<file path="config.mk">
export PLATFORM = sky130hd
export DESIGN_NAME = rr_arb_4x2
export DESIGN_NICKNAME = d
export VERILOG_FILES = /design/src/rtl/arb_pkg.sv /design/src/rtl/rr_pick4.sv /design/src/rtl/rr_arb_4x2.sv
export SDC_FILE = /design/constraint.sdc
export NUM_CORES = 1
export LEC_CHECK = 0
export CAP_MARGIN = 10
export CORE_AREA = 2 2 39 41
export CTS_BUF_LIST = sky130_fd_sc_hd__clkbuf_8 sky130_fd_sc_hd__clkbuf_16
export CTS_CLUSTER_DIAMETER = 60
export DETAILED_ROUTE_END_ITERATION = 8
export DIE_AREA = 0 0 41 43
export GPL_TIMING_DRIVEN = 0
export PLACE_DENSITY = 0.72
export RECOVER_POWER = 50
export SLEW_MARGIN = 5
export SYNTH_ARGS = -nofsm -noshare
export SYNTH_HDL_FRONTEND = slang
export SYNTH_SLANG_ARGS = --single-unit
</file>
<file path="constraint.sdc">
create_clock -name clk -period 4.75 [get_ports clk]
set_clock_uncertainty 0.2 [all_clocks]
set_input_delay 0.475 -clock clk [delete_from_list [all_inputs] [get_ports clk]]
set_output_delay 0.475 -clock clk [all_outputs]
set_load 0.01 [all_outputs]
</file>
<file path="src/rtl/arb_pkg.sv">
`default_nettype none
// ============================================================================
// Module      : arb_pkg
// Description : Shared constants and state encoding for the 4-way round-robin
//               arbiter (rr_arb_4x2) and its priority picker (rr_pick4).
//   NREQ   - number of requesters (4)
//   IDX_W  - width of an encoded requester index (2)
//   arb_state_e - arbiter FSM states: IDLE (no owner), GRANT (one owner)
// Revision    : 1.0 - initial release
// ============================================================================
package arb_pkg;

  localparam int NREQ  = 4;
  localparam int IDX_W = 2;

  typedef enum logic [0:0] {
    IDLE  = 1'b0,
    GRANT = 1'b1
  } arb_state_e;

endpackage : arb_pkg
`default_nettype wire

</file>
<file path="src/rtl/rr_pick4.sv">
`default_nettype none
// ============================================================================
// Module      : rr_pick4
// Description : Combinational rotating-priority search. Scans req starting at
//               position ptr and wrapping modulo 4; reports the first set bit.
// Ports       :
//   req  [3:0] in  - request vector
//   ptr  [1:0] in  - highest-priority position for this search
//   hit        out - at least one request bit is set
//   idx  [1:0] out - index of the winning requester (0 when hit=0)
// Revision    : 1.0 - initial release
// ============================================================================
module rr_pick4
  import arb_pkg::*;
(
  input  logic [NREQ-1:0]  req,
  input  logic [IDX_W-1:0] ptr,
  output logic             hit,
  output logic [IDX_W-1:0] idx
);

  logic [IDX_W-1:0] cand;

  always_comb begin
    hit  = 1'b0;
    idx  = '0;
    cand = '0;
    for (int k = 0; k < NREQ; k++) begin
      // 2-bit addition wraps naturally, giving the modulo-4 scan order.
      cand = ptr + IDX_W'(k);
      if (!hit && req[cand]) begin
        hit = 1'b1;
        idx = cand;
      end
    end
  end

endmodule : rr_pick4
`default_nettype wire

</file>
<file path="src/rtl/rr_arb_4x2.sv">
`default_nettype none
// ============================================================================
// Module      : rr_arb_4x2
// Description : 4-requester round-robin arbiter with registered one-hot grant.
//               An owner keeps the grant while en=1 and its request stays
//               high; each release costs one dead (IDLE) cycle.
// Parameters  :
//   MAX_HOLD   - max consecutive grant cycles per owner (1..255); only used
//                when the macro ARB_TIMEOUT_EN is defined.
// Macro       : ARB_TIMEOUT_EN - enables the hold counter / grant timeout.
// Ports       :
//   clk            in  - rising-edge clock
//   rst_n          in  - asynchronous active-low reset
//   en             in  - arbiter enable (low revokes / blocks grants)
//   req     [3:0]  in  - request per requester
//   gnt     [3:0]  out - one-hot grant (registered)
//   gnt_idx [1:0]  out - encoded owner (registered, 0 when no owner)
//   gnt_vld        out - grant valid (registered)
// Revision    : 1.0 - initial release
// ============================================================================
module rr_arb_4x2
  import arb_pkg::*;
#(
  parameter int unsigned MAX_HOLD = 8
) (
  input  logic             clk,
  input  logic             rst_n,
  input  logic             en,
  input  logic [NREQ-1:0]  req,
  output logic [NREQ-1:0]  gnt,
  output logic [IDX_W-1:0] gnt_idx,
  output logic             gnt_vld
);

  arb_state_e       state_q, state_d;
  logic [IDX_W-1:0] owner_q, owner_d;
  logic [IDX_W-1:0] ptr_q,   ptr_d;
  logic [NREQ-1:0]  gnt_q,   gnt_d;
  logic             vld_q,   vld_d;

  logic             pick_hit;
  logic [IDX_W-1:0] pick_idx;
  logic             timeout;

  rr_pick4 u_pick (
    .req (req),
    .ptr (ptr_q),
    .hit (pick_hit),
    .idx (pick_idx)
  );

`ifdef ARB_TIMEOUT_EN
  // Counter holds (cycles already spent in GRANT - 1); reaching MAX_HOLD-1
  // means the current cycle is the MAX_HOLD-th grant cycle.
  localparam logic [7:0] HOLD_LAST = 8'(MAX_HOLD - 1);
  logic [7:0] hold_cnt_q, hold_cnt_d;
  assign timeout = (hold_cnt_q == HOLD_LAST);
`else
  assign timeout = 1'b0;
`endif

  always_ff @(posedge clk or negedge rst_n) begin
    if (!rst_n) begin
      state_q    <= IDLE;
      owner_q    <= '0;
      ptr_q      <= '0;
      gnt_q      <= '0;
      vld_q      <= 1'b0;
`ifdef ARB_TIMEOUT_EN
      hold_cnt_q <= '0;
`endif
    end else begin
      state_q    <= state_d;
      owner_q    <= owner_d;
      ptr_q      <= ptr_d;
      gnt_q      <= gnt_d;
      vld_q      <= vld_d;
`ifdef ARB_TIMEOUT_EN
      hold_cnt_q <= hold_cnt_d;
`endif
    end
  end

  always_comb begin
    state_d    = state_q;
    owner_d    = owner_q;
    ptr_d      = ptr_q;
`ifdef ARB_TIMEOUT_EN
    hold_cnt_d = hold_cnt_q;
`endif
    case (state_q)
      IDLE: begin
        if (en && pick_hit) begin
          state_d = GRANT;
          owner_d = pick_idx;
          ptr_d   = pick_idx + 1'b1;   // wraps 3 -> 0
`ifdef ARB_TIMEOUT_EN
          hold_cnt_d = '0;
`endif
        end
      end
      GRANT: begin
        if (!en || !req[owner_q] || timeout) begin
          state_d = IDLE;
          owner_d = '0;                // gnt_idx reads 0 while no owner
        end else begin
`ifdef ARB_TIMEOUT_EN
          hold_cnt_d = hold_cnt_q + 8'd1;
`endif
        end
      end
      default: begin
        state_d = IDLE;
        owner_d = '0;
      end
    endcase

    // Grant outputs are derived from the next state so they register
    // together with it and can never disagree.
    vld_d = (state_d == GRANT);
    gnt_d = vld_d ? (NREQ'(1) << owner_d) : '0;
  end

  assign gnt     = gnt_q;
  assign gnt_idx = owner_q;
  assign gnt_vld = vld_q;

endmodule : rr_arb_4x2
`default_nettype wire

</file>
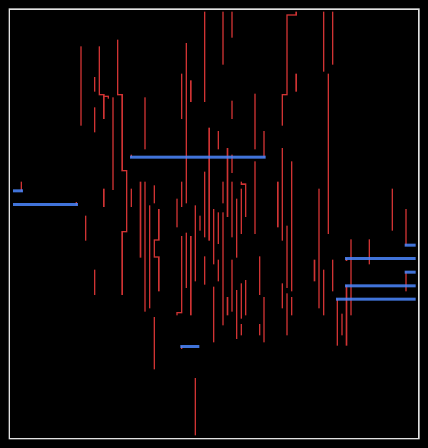
**Above:** signal wires by layer.
Two of the layers only.
layer	colour	wire length
met3	blue	44.8 um
met2	red	458 um

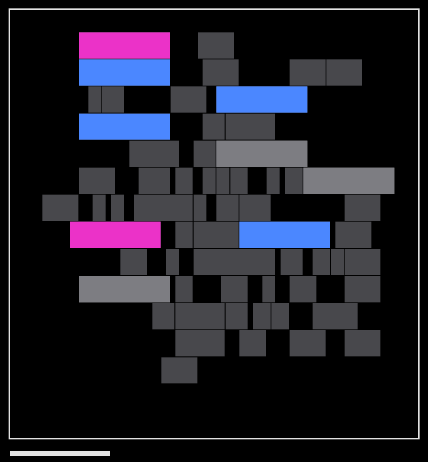
**Above:** where the registers sit.
Bar = 10 um. Other sequential cells in the stronger grey, the rest of the logic in the fainter grey.
signal	colour	placed flops
`gnt_idx`	magenta	2
`gnt`	blue	4
not coloured	3

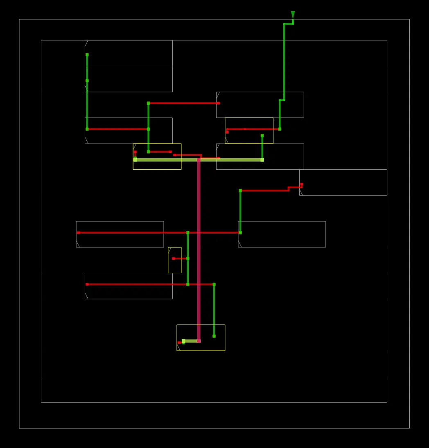
**Above:** clock routing.
cts bufs inserted: 3
clock network power: 87.8 uW

==> results.txt <==
Results of the full flow below.

Outcome:
- The flow ran to the end, and the final reports show no timing, DRC or antenna violations.

Clocking:
- CTS built an H-tree with a depth of 1.
- TritonCTS built the clock tree.
- The clock tree has to reach 9 sinks.
- Per the skew report, the later register of the worst-skew pair sees a clock latency of 240 ps.
- The run gives the cell resize tally after clock tree synthesis as 0.

Synthesis:
- Summed over all instances, the cell type with the most area after synthesis is dfrtp_1.
- The run gives the number of distinct library cell variants in the gate-level netlist after synthesis as 22.
- The run puts the area share of the leading cell type in the synthesized netlist at between 40% and 50%.
- The run puts the flip-flop and latch count after synthesis at 9.
- The run puts the synthesized net count at between 50 and 60.
- The run puts the tally of yosys warning messages at 0.
- After technology mapping, the gate count stands at 45.
- After synthesis, the design contains 45 cells according to Yosys.

Placement:
- The run puts the number of buffers inserted by port buffering at 13.

Global routing:
- The run gives the all-layer global routing usage as 13.1%.
- The run puts the total congestion overflow at 0.
- The run gives the first-pass GRT wire length as 1510 um.

Final timing:
- Dividing the final minimum period by the clock period gives a little under half.
- The run gives the remaining max-slew budget at the tightest pin as 72.5%.
- The run puts the count of final setup violators at 0.
- The run puts the final tally of max-slew violations at 0.
- Once routing completed, OpenROAD measured the worst setup slack at between 2000 and 3000 ps.
- The run puts the final tally of hold violations at 0.
- The run puts the slew at the pin closest to its max-slew limit at 411 ps.
- Setup repair after global routing left no endpoint under its margin.
- The run puts the worst slack on hold paths at 404 ps.

Setup path:
- The worst setup path is captured at a flop.
- The run puts the maximum fanout along the worst path at 4.
- The run puts the number of cells on the worst reg-to-reg path at 5.
- The run gives the reg2reg setup slack as 2810 ps.
- The worst setup path is launched from an input port.

Power and ir drop:
- The run puts the fraction of power spent switching nets at 32.9%.
- The run gives the part of the power in the clock network as 28.5%.
- The script computed a power per unit cell area of 457 nW/um2.
- The internal power of the cells totals about 210 uW.
- The leakage power in the latest report is a little over 0.0003 uW.
- Looking at the VDD voltage map, the peak drop is between 150 and 200 uV.

Route:
- Per the log, the first TritonRoute iteration ended with a DRC count of 3.
- The run gives the post-detailed-routing wire length as 999 um.
- In the routed layout, each cell is associated on average with a via count of 5.17.

Floorplan:
- According to the floorplan report, the placeable core area is 1380 um2.
- The run puts the vertical extent of the die at 43 um.
- The run puts the cell row count at 14.
- The run gives the die width as about 40 um.

Run:
- The run gives the number of warning messages in the logs as 26.
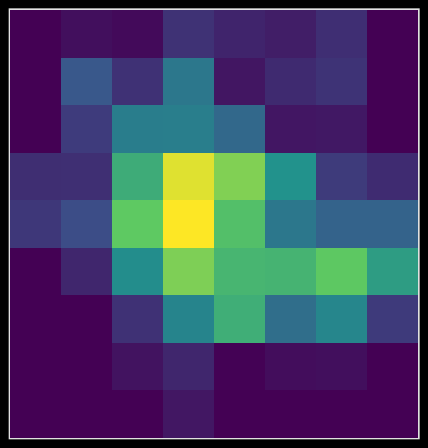
**Above:** signal metal coverage by tile.
8 x 9 tiles, from dark purple (low) to yellow (high), scaled to the fullest tile. Values are wire area over tile area, all layers added.
nearly empty tiles	28%
fullest tile	0.38
densest ninth of the die	middle

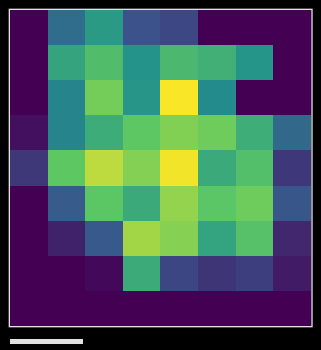
**Above:** cell density map.
Bar = 10 um. 8 x 9 tiles, from dark purple (low) to yellow (high), 0 to 100% covered.
emptiest ninth of the die	bottom left
fullest tile	99%
mean over tiles	37%
tiles over 75% full	15%
nearly empty tiles	29%
densest ninth of the die	middle

-- metrics by stage --
stage / instances / utilization [%] / total power [uW] / instance area, um2
2_1_floorplan: 45 / - / 178 / 478
5_1_grt: 78 / 48.6 / 326 / 673
3_3_place_gp: 74 / 45.4 / 219 / 628
4_1_cts: 78 / 48.6 / 312 / 673
3_5_place_dp: 74 / 45.4 / 222 / 628
6_report: 78 / 48.6 / 308 / 673
-- layout make-up --
class	count	area [um2]	share of cell area, %
Clock buffer	3	41.3	6.13
Multi-Input combinational cell	35	249	37.0
Tap cell	16	20.0	2.97
Inverter	1	3.75	0.558
Clock inverter	1	3.75	0.558
Sequential cell	9	225	33.5
Timing Repair Buffer	13	130	19.3
-- power by group through the flow --
stage | Clock, uW | Combinational [uW] | Sequential, uW
final | 87.8 | 102 | 118
after global routing | 93.9 | 111 | 121
after CTS | 89.2 | 104 | 118
after global placement | 0 | 101 | 118
after detailed placement | 0 | 103 | 119
after floorplan | 0 | 58.0 | 120
-- registers in the layout, summed over array words and instances (netlist names) --
name and flops:
gnt_vld 1, gnt_idx 2, ptr_q 2, gnt 4
-- cell families after synthesis --
kind of cell	count (synthesis)	share of synthesized area, %
AND/OR/NAND/NOR	19	22.8
AND-OR/OR-AND	13	20.7
flip-flops	9	47.1
multiplexers	2	6.81
XOR/XNOR	1	1.83
buffers and inverters	1	0.785
-- worst max path at each step --
stage / start / to / slack [ps] / depth (start not counted)
3_5_place_dp: req[2] / gnt_idx[0] / 2300 / 6
4_1_cts: req[2] / gnt[3] / 2550 / 6
5_1_grt: req[2] / gnt[2] / 2430 / 6
2_1_floorplan: req[2] / gnt_idx[0] / 2880 / 5
3_3_place_gp: req[2] / gnt[1] / 2330 / 6
6_report: req[2] / gnt[3] / 2540 / 6
-- worst max-delay path: stages --
cell and delay [ps]:
clkdlybuf4s50_1 470, or4_1 570, nor2b_4 160, and2_4 170
a32oi_2 200, nor2b_1 70
-- synth_stat cells, drive strengths merged --
cell type	number
nand2b	1
mux2i	1
and2	3
mux4	1
inv	1
nor2b	3
dfrtp	9
nand3	2
or4	1
o21ai	1
a32oi	1
nor2	2
o22ai	2
a21oi	5
o21a	2
nor3b	1
nand2	6
a211oi	1
o211ai	1
xor2	1
-- routing by layer --
| layer | share of wire (%) | GRT usage (%) | vias to the layer above |
|---|---|---|---|
| met5 | 0 | 0 | - |
| met4 | 1.9 | 8.00 | 0 |
| met3 | 4.4 | 4.71 | 2 |
| met2 | 46 | 18.8 | 10 |
| met1 | 48 | 16.2 | 192 |
| li1 | - | - | 199 |
Power is estimated from default activity; no workload was simulated.
